## src/rtl/mul_ctrl_pkg.sv

```systemverilog
// Shared encodings and helpers for the EX-stage multiply sequencing controller.
package mul_ctrl_pkg;

   localparam int unsigned DATA_BUS_WIDTH = 32;

   typedef enum logic [1:0] {
      MUL_OP_MUL    = 2'b00,
      MUL_OP_MULH   = 2'b01,
      MUL_OP_MULHSU = 2'b10,
      MUL_OP_MULHU  = 2'b11
   } mul_op_e;

   typedef enum logic [1:0] {
      MUL_ST_IDLE = 2'b00,
      MUL_ST_CALC = 2'b01,
      MUL_ST_DONE = 2'b10
   } mul_st_e;

   // MUL and MULH share a mode so their products can be reused for each other
   typedef enum logic [1:0] {
      MUL_MODE_SS = 2'b00,
      MUL_MODE_SU = 2'b01,
      MUL_MODE_UU = 2'b10
   } mul_mode_e;

   function automatic mul_mode_e mode_of(input mul_op_e op);
      case (op)
         MUL_OP_MULHSU: mode_of = MUL_MODE_SU;
         MUL_OP_MULHU:  mode_of = MUL_MODE_UU;
         default:       mode_of = MUL_MODE_SS;
      endcase
   endfunction

endpackage

```

## src/rtl/mul_ctrl_if.sv

```systemverilog
// Pipeline-side request/response handshake of the multiply controller.
interface mul_ctrl_if
   import mul_ctrl_pkg::*;
#(
   parameter int unsigned DW = DATA_BUS_WIDTH
) ();

   logic          start_i;
   logic [1:0]    op_i;
   logic [DW-1:0] rs1_i;
   logic [DW-1:0] rs2_i;
   logic          ready_i;
   logic          busy_o;
   logic          valid_o;
   logic [DW-1:0] result_o;

   modport master (
      output start_i, op_i, rs1_i, rs2_i, ready_i,
      input  busy_o, valid_o, result_o
   );

   modport slave (
      input  start_i, op_i, rs1_i, rs2_i, ready_i,
      output busy_o, valid_o, result_o
   );

endinterface

```

## src/rtl/mul_abs.sv

```systemverilog
// Conditional two's-complement magnitude of one multiplier operand.
module mul_abs
   import mul_ctrl_pkg::*;
#(
   parameter int unsigned DW = DATA_BUS_WIDTH
) (
   input  logic [DW-1:0] data,
   input  logic          sign_en,
   output logic [DW-1:0] abs_c
);

   // The most negative value maps to itself, which is its correct unsigned magnitude
   always_comb begin
      abs_c = data;
      if (sign_en && data[DW-1]) begin
         abs_c = ~data + DW'(1);
      end
   end

endmodule

```

## src/rtl/mul_ctrl.sv

```systemverilog
// Sequences RV32M multiplies through an external combinational magnitude multiplier,
// with a one-entry product cache so MULH/MUL pairs on the same operands skip the multiply.
module mul_ctrl
   import mul_ctrl_pkg::*;
#(
   parameter int unsigned DW = DATA_BUS_WIDTH
) (
   input  logic            clk_i,
   input  logic            rst_i,
   input  logic            flush_i,
   mul_ctrl_if.slave       bus,
   output logic [DW-1:0]   mul_data1_o,
   output logic [DW-1:0]   mul_data2_o,
   output logic            mul_sign_o,
   input  logic [2*DW-1:0] mul_data_i
);

   mul_st_e       state_q, state_n;
   mul_op_e       op_q, op_n;
   mul_op_e       req_op;
   mul_mode_e     req_mode;
   logic [2*DW-1:0] product_q, product_n;
   logic [DW-1:0] result_q, result_n;
   logic          busy_q, valid_q;

   logic [DW-1:0] a_q, b_q;
   logic          neg_q;
   logic [DW-1:0] abs1_c, abs2_c;
   logic          s1, s2, neg_c;

   logic [DW-1:0] key_rs1_q, key_rs2_q;
   mul_mode_e     key_mode_q;
   logic [DW-1:0] cache_rs1_q, cache_rs2_q;
   mul_mode_e     cache_mode_q;
   logic [2*DW-1:0] cache_prod_q;
   logic          cache_vld_q;

   logic          hit_c, load_ops, cache_wr;

   // Request decode and operand preparation
   always_comb begin
      req_op   = mul_op_e'(bus.op_i);
      req_mode = mode_of(req_op);
      s1       = (req_mode != MUL_MODE_UU);
      s2       = (req_mode == MUL_MODE_SS);
      neg_c    = (s1 & bus.rs1_i[DW-1]) ^ (s2 & bus.rs2_i[DW-1]);
      hit_c    = cache_vld_q && (cache_rs1_q == bus.rs1_i) &&
                 (cache_rs2_q == bus.rs2_i) && (cache_mode_q == req_mode);
   end

   mul_abs #(.DW(DW)) u_abs1 (.data(bus.rs1_i), .sign_en(s1), .abs_c(abs1_c));
   mul_abs #(.DW(DW)) u_abs2 (.data(bus.rs2_i), .sign_en(s2), .abs_c(abs2_c));

   // Next-state and next-output logic
   always_comb begin
      state_n   = state_q;
      op_n      = op_q;
      product_n = product_q;
      load_ops  = 1'b0;
      cache_wr  = 1'b0;
      result_n  = '0;
      if (flush_i) begin
         state_n = MUL_ST_IDLE;
      end else begin
         case (state_q)
            MUL_ST_IDLE: begin
               if (bus.start_i) begin
                  op_n = req_op;
                  if (hit_c) begin
                     state_n   = MUL_ST_DONE;
                     product_n = cache_prod_q;
                  end else begin
                     state_n  = MUL_ST_CALC;
                     load_ops = 1'b1;
                  end
               end
            end
            MUL_ST_CALC: begin
               product_n = mul_data_i;
               cache_wr  = 1'b1;
               state_n   = MUL_ST_DONE;
            end
            MUL_ST_DONE: begin
               if (bus.ready_i) begin
                  state_n = MUL_ST_IDLE;
               end
            end
            default: state_n = MUL_ST_IDLE;
         endcase
      end
      if (state_n == MUL_ST_DONE) begin
         result_n = (op_n == MUL_OP_MUL) ? product_n[DW-1:0] : product_n[2*DW-1:DW];
      end
   end

   // State, datapath and cache registers
   always_ff @(posedge clk_i) begin
      if (rst_i) begin
         state_q      <= MUL_ST_IDLE;
         op_q         <= MUL_OP_MUL;
         product_q    <= '0;
         result_q     <= '0;
         busy_q       <= 1'b0;
         valid_q      <= 1'b0;
         a_q          <= '0;
         b_q          <= '0;
         neg_q        <= 1'b0;
         key_rs1_q    <= '0;
         key_rs2_q    <= '0;
         key_mode_q   <= MUL_MODE_SS;
         cache_rs1_q  <= '0;
         cache_rs2_q  <= '0;
         cache_mode_q <= MUL_MODE_SS;
         cache_prod_q <= '0;
         cache_vld_q  <= 1'b0;
      end else begin
         state_q   <= state_n;
         op_q      <= op_n;
         product_q <= product_n;
         result_q  <= result_n;
         busy_q    <= (state_n != MUL_ST_IDLE);
         valid_q   <= (state_n == MUL_ST_DONE);
         if (load_ops) begin
            a_q        <= abs1_c;
            b_q        <= abs2_c;
            neg_q      <= neg_c;
            key_rs1_q  <= bus.rs1_i;
            key_rs2_q  <= bus.rs2_i;
            key_mode_q <= req_mode;
         end
         if (cache_wr) begin
            cache_rs1_q  <= key_rs1_q;
            cache_rs2_q  <= key_rs2_q;
            cache_mode_q <= key_mode_q;
            cache_prod_q <= mul_data_i;
            cache_vld_q  <= 1'b1;
         end
      end
   end

   assign bus.busy_o   = busy_q;
   assign bus.valid_o  = valid_q;
   assign bus.result_o = result_q;
   assign mul_data1_o  = a_q;
   assign mul_data2_o  = b_q;
   assign mul_sign_o   = neg_q;

endmodule

```

## src/flat_wrapper.sv

```systemverilog
// flat-port wrapper written by rule: the top's interface ports become plain ports
module mul_ctrl_flat import mul_ctrl_pkg::*;
#(
   parameter int unsigned DW = DATA_BUS_WIDTH
)
  (clk_i, rst_i, flush_i, mul_data1_o, mul_data2_o, mul_sign_o, mul_data_i, bus_start_i, bus_op_i, bus_rs1_i, bus_rs2_i, bus_ready_i, bus_busy_o, bus_valid_o, bus_result_o);
  mul_ctrl_if #(.DW(DW)) bus_i ();
  input  logic clk_i;
  input  logic rst_i;
  input  logic flush_i;
  output logic [DW-1:0] mul_data1_o;
  output logic [DW-1:0] mul_data2_o;
  output logic mul_sign_o;
  input  logic [2*DW-1:0] mul_data_i;
  input wire logic [$bits(bus_i.start_i)-1:0] bus_start_i;
  input wire logic [$bits(bus_i.op_i)-1:0] bus_op_i;
  input wire logic [$bits(bus_i.rs1_i)-1:0] bus_rs1_i;
  input wire logic [$bits(bus_i.rs2_i)-1:0] bus_rs2_i;
  input wire logic [$bits(bus_i.ready_i)-1:0] bus_ready_i;
  output wire logic [$bits(bus_i.busy_o)-1:0] bus_busy_o;
  output wire logic [$bits(bus_i.valid_o)-1:0] bus_valid_o;
  output wire logic [$bits(bus_i.result_o)-1:0] bus_result_o;
  assign bus_i.start_i = bus_start_i;
  assign bus_i.op_i = bus_op_i;
  assign bus_i.rs1_i = bus_rs1_i;
  assign bus_i.rs2_i = bus_rs2_i;
  assign bus_i.ready_i = bus_ready_i;
  assign bus_busy_o = bus_i.busy_o;
  assign bus_valid_o = bus_i.valid_o;
  assign bus_result_o = bus_i.result_o;
  mul_ctrl #(.DW(DW)) u_core (.clk_i(clk_i), .rst_i(rst_i), .flush_i(flush_i), .bus(bus_i), .mul_data1_o(mul_data1_o), .mul_data2_o(mul_data2_o), .mul_sign_o(mul_sign_o), .mul_data_i(mul_data_i));
endmodule
```

## config.mk

```make
export PLATFORM = sky130hd
export DESIGN_NAME = mul_ctrl_flat
export DESIGN_NICKNAME = d
export VERILOG_FILES = /design/src/rtl/mul_ctrl_pkg.sv /design/src/rtl/mul_ctrl_if.sv /design/src/rtl/mul_abs.sv /design/src/rtl/mul_ctrl.sv /design/src/flat_wrapper.sv
export SDC_FILE = /design/constraint.sdc
export NUM_CORES = 1
export LEC_CHECK = 0
export CORE_ASPECT_RATIO = 0.6
export CORE_MARGIN = 2
export CORE_UTILIZATION = 55
export DETAILED_ROUTE_END_ITERATION = 6
export GPL_TIMING_DRIVEN = 0
export HOLD_SLACK_MARGIN = 0.1
export PLACE_DENSITY = 0.84
export SYNTH_ARGS = -nofsm -noshare
export SYNTH_HDL_FRONTEND = slang
export SYNTH_SLANG_ARGS = --single-unit
```

## constraint.sdc

```tcl
create_clock -name clk_i -period 4 [get_ports clk_i]
set_input_delay 0.8 -clock clk_i [delete_from_list [all_inputs] [get_ports clk_i]]
set_output_delay 0.8 -clock clk_i [all_outputs]
set_load 0.02 [all_outputs]
```

==> images/metal_stack.png <==
Only two layers are drawn.
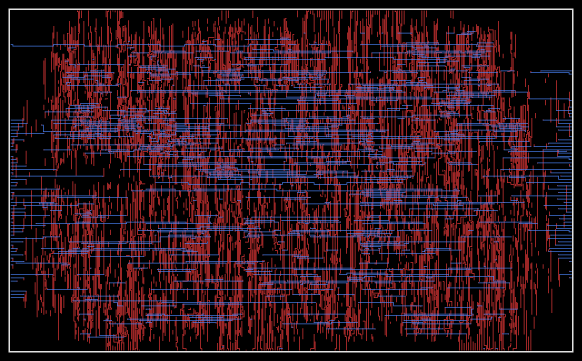
legend:
  met2:
    color: red
    wire_length: 25.1 mm
  met3:
    color: blue
    wire_length: 9460 um

==> images/wire_density.png <==
23 x 14 tiles, from dark purple (low) to yellow (high), scaled to the fullest tile. Values are wire area over tile area, all layers added.
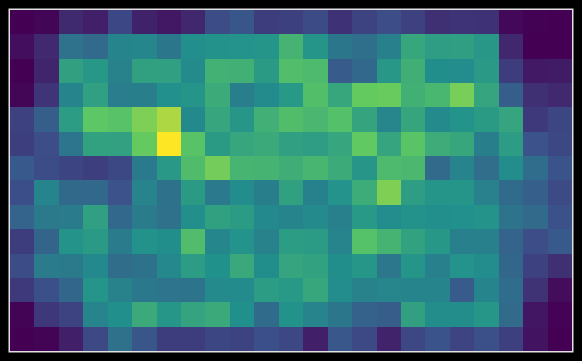
mean over tiles: 0.34
nearly empty tiles: 4.0%
densest ninth of the die: center
fullest tile: 0.82
tiles over half the peak: 37%
drt total wl: 63.4 mm
total track usage: 37.6%
WL/cell: 22.3 um
vias: 18200

==> results.cfg <==
; synthesis and place-and-route metrics
[setup_path]
crit_type = primary input to flip-flop
r2r_end = u_core.bus.result_o[13]$_SDFF_PP0_
cp_data_required_time_ns = 4.38
startpoint_type = primary input
worstSetupEndpoint = u_core.bus.result_o[13]$_SDFF_PP0_
crit_start = bus_rs1_i[4]
r2r_cells = 10
end_kind = flip-flop
crit_fanout = 10
arrival_ns = 4.37
rrSetupSlack_ns = 0.51
r2r_start = u_core.cache_rs1_q[20]$_SDFFE_PP0P_

[timing]
slew_headroom_pct = 29.1
worst_pin_slew_ns = 1.05
setup_viol = 0
rsz0062_at_grt = false
hold_violations = 0
fin_tns_setup_ns = 0
clock.fmax_mhz = 251
slew_violations = 0
fin_crit_ns = 3.99
period_used_pct = 99.8
fin_worst_skew_ns = 0.0137

[synth]
postSynthAreaPerCell_um2 = 8.06
synth_top_cell_by_area = dfxtp_1
yosys.area.top_type_share_pct = 42.0
syn-cell-area_um2 = 17200
synth.distinct_cells = 53
ys.flops = 362
ys_area_um2 = 17200
edf_count = 0
synthCells = 2138
area_leaders = dfxtp_1, nand2_1, nor2_1
syn_nets = 2275
ys_seq_share_pct = 42.0
flop_cell = dfxtp_1
ys_cells = 2138
synthArstFlopShare_pct = 0
ys.warnings.count = 0

[power]
peakVddDrop_uv = 263
leakage_nw = 7.09
p_per_area_nw_per_um2 = 421

[global_routing]
grt_max_degree = 20
use_met1_pct = 56.3
first_global_vias = 16900
grt.busiest_layer = met1
grt_pass1_wl_mm = 96.0
grt.met3_usage_pct = 11.1
antenna_found_initial = 4
use_met2_pct = 51.2
grt-ovfl-total = 0

[clock_tree]
postCtsSetupBuffers = 0
root_buffer = clkbuf_16
cts.clk_slew.worst_paths_ns = 0.06
clockBufferDepth = 3
cts_tree = yes
ctsHtreeMaxLevel = 2
hold_buffers = 0

[floorplan]
core_um2 = 31000
die_h_um = 141
io_pins = 234
chip_area_um2 = 32800
die_w_um = 233
rows = 50
fp_util_pct = 55.6

[status]
failed_checks = design-rule violations
status = complete, but fails checks

[hold_path]
hold_path.class = flip-flop to flip-flop
hp-start = u_core.key_rs2_q[16]$_SDFFE_PP0P_
hold_end = u_core.cache_rs2_q[16]$_SDFFE_PP0P_
hold_depth = 2

[routing]
routed.top_layer = met4
wl_met2_mm = 25.1
drt-initial-drc-count = 2799
wl_met1_mm = 27.3
route.detailed.drc = 29
dr.pass1.iters = 7
ant_nets = 0
via_per_inst = 6.40
routed-wl-met3_mm = 9.46

[cells_and_area]
areaGrowthSynthToFinish_pct = 23.6
drive_gt1_share_pct = 5.87
final_core_util_pct = 68.6
nets = 2528
fin_area_um2 = 21300

[job]
warning_count = 26
cap_viol_max_count = 0

[place]
hpwl_mm = 46.8
gp_congestion = 1.00
dpl-instance-area_um2 = 19900
io_buffers = 214
==> images/final_clocks.png <==
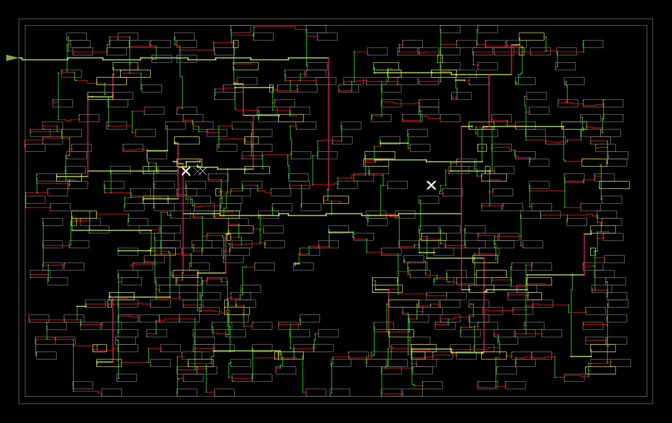
clk sinks: 362
total CTS buffers: 37
clock latency on the worst-skew pair: 0.55 ns
flop count: 362
P_clk: 3.93 mW

==> images/density.png <==
Bar = 50 um. 23 x 14 tiles, from dark purple (low) to yellow (high), 0 to 100% covered.
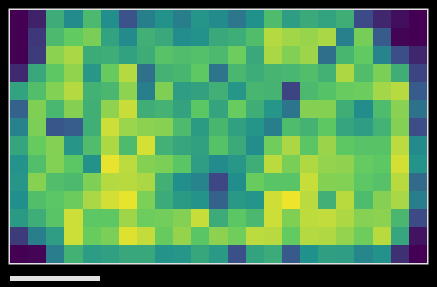
nearly empty tiles: 2.8%
mean over tiles: 63%
fullest tile: 98%
tiles over 75% full: 35%

[logic make-up (layout without fill, tap and decap cells)]
group                      count (synthesis)  in the layout  synth area share [%]
and+or+nand+nor                          960            960                  25.1
adders and majority gates                  2              2                 0.145
xor gates and xnor gates                 112            112                  5.80
muxes                                     69             69                  4.04
buffers and inverters                    217            497                  5.71
DFF                                      362            362                  42.0
AOI/OAI and AO/OA                        416            416                  17.1
other                                      0              3                     0
[critical path, cell delays in order]
cell and delay (ns):
clkdlybuf4s50_1 0.65, xor2_1 0.20, nor4b_1 0.47, and4_1 0.24
and4b_1 0.24, buf_2 0.32, clkbuf_2 0.38, clkbuf_1 0.44
nand4_1 0.20, nand3_1 0.27, a211oi_2 0.15
[synthesized netlist by cell type, types with 7 or more instances]
library cell,n
o21ai_0,12
a211oi_2,27
nor2_1,231
buf_6,20
xnor2_1,55
nand2b_1,21
nand4_1,76
dfxtp_1,362
o22ai_1,64
xor2_1,56
nor3_1,147
buf_1,13
mux2i_1,68
nand2_1,348
inv_1,13
nor2b_1,13
nor4_1,18
a211oi_1,63
a21oi_1,154
a311o_1,64
o31ai_1,7
clkbuf_1,159
buf_2,9
nand3_1,71
[layout by cell type, fill, tap and decap left out, drive strengths merged, types with 71 or more instances in the layout]
cell type,count
nand4,76
dfxtp,362
a211oi,90
nor2,232
clkdlybuf4s50,214
nand3,71
a21oi,154
nand2,348
clkbuf,211
nor3,147
[final cells by class]
type | instances | area [um2]
Clock buffer | 50 | 1080
Buffer | 203 | 945
Inverter | 13 | 48.8
Clock inverter | 16 | 284
Multi-Input combinational cell | 1559 | 9020
Tap cell | 416 | 520
Sequential cell | 362 | 7250
Antenna cell | 3 | 7.51
Timing Repair Buffer | 215 | 2150
Fill cell | 2518 | 9730
[power breakdown]
group	leakage [nW]	total (mW)	internal, mW	switching, mW
logic	3.47	1.26	0.493	0.764
registers	2.94	3.79	3.72	0.0658
clock network	0.675	3.93	2.41	1.52
total	7.09	8.97	6.62	2.35
[through the flow]
stage | setup WS [ns] | power [mW] | hold WS (ns) | std cells
4_1_cts | 0.0255 | 8.92 | 0.455 | 2833
6_report | 0.00818 | 8.97 | 0.455 | 2837
3_5_place_dp | -0.912 | 5.07 | 0.442 | 2768
2_1_floorplan | 0.990 | 4.56 | 0.431 | 2138
3_3_place_gp | -0.907 | 5.03 | 0.435 | 2768
5_1_grt | 0.0266 | 9.19 | 0.466 | 2837
[state kept, by name (all words and copies together) (netlist names)]
name and count:
u_core.bus.busy_o 1, u_core.bus.result_o 32, u_core.bus.valid_o 1, u_core.cache_mode_q 2, u_core.cache_prod_q 64, u_core.cache_rs1_q 32, u_core.cache_rs2_q 32, u_core.cache_vld_q 1
u_core.key_mode_q 2, u_core.key_rs1_q 32, u_core.key_rs2_q 32, u_core.mul_data1_o 31, u_core.mul_data2_o 31, u_core.mul_sign_o 1, u_core.op_q 2, u_core.product_q 64
u_core.state_q 2
[repair_timing]
| action | in CTS | in global routing |
|---|---|---|
| pin swaps | 0 | 0 |
| cloned | 0 | 0 |
| setup endpoints to repair | 92 | 33 |
| resized | 3 | 13 |
Power and IR drop assume default switching activity.
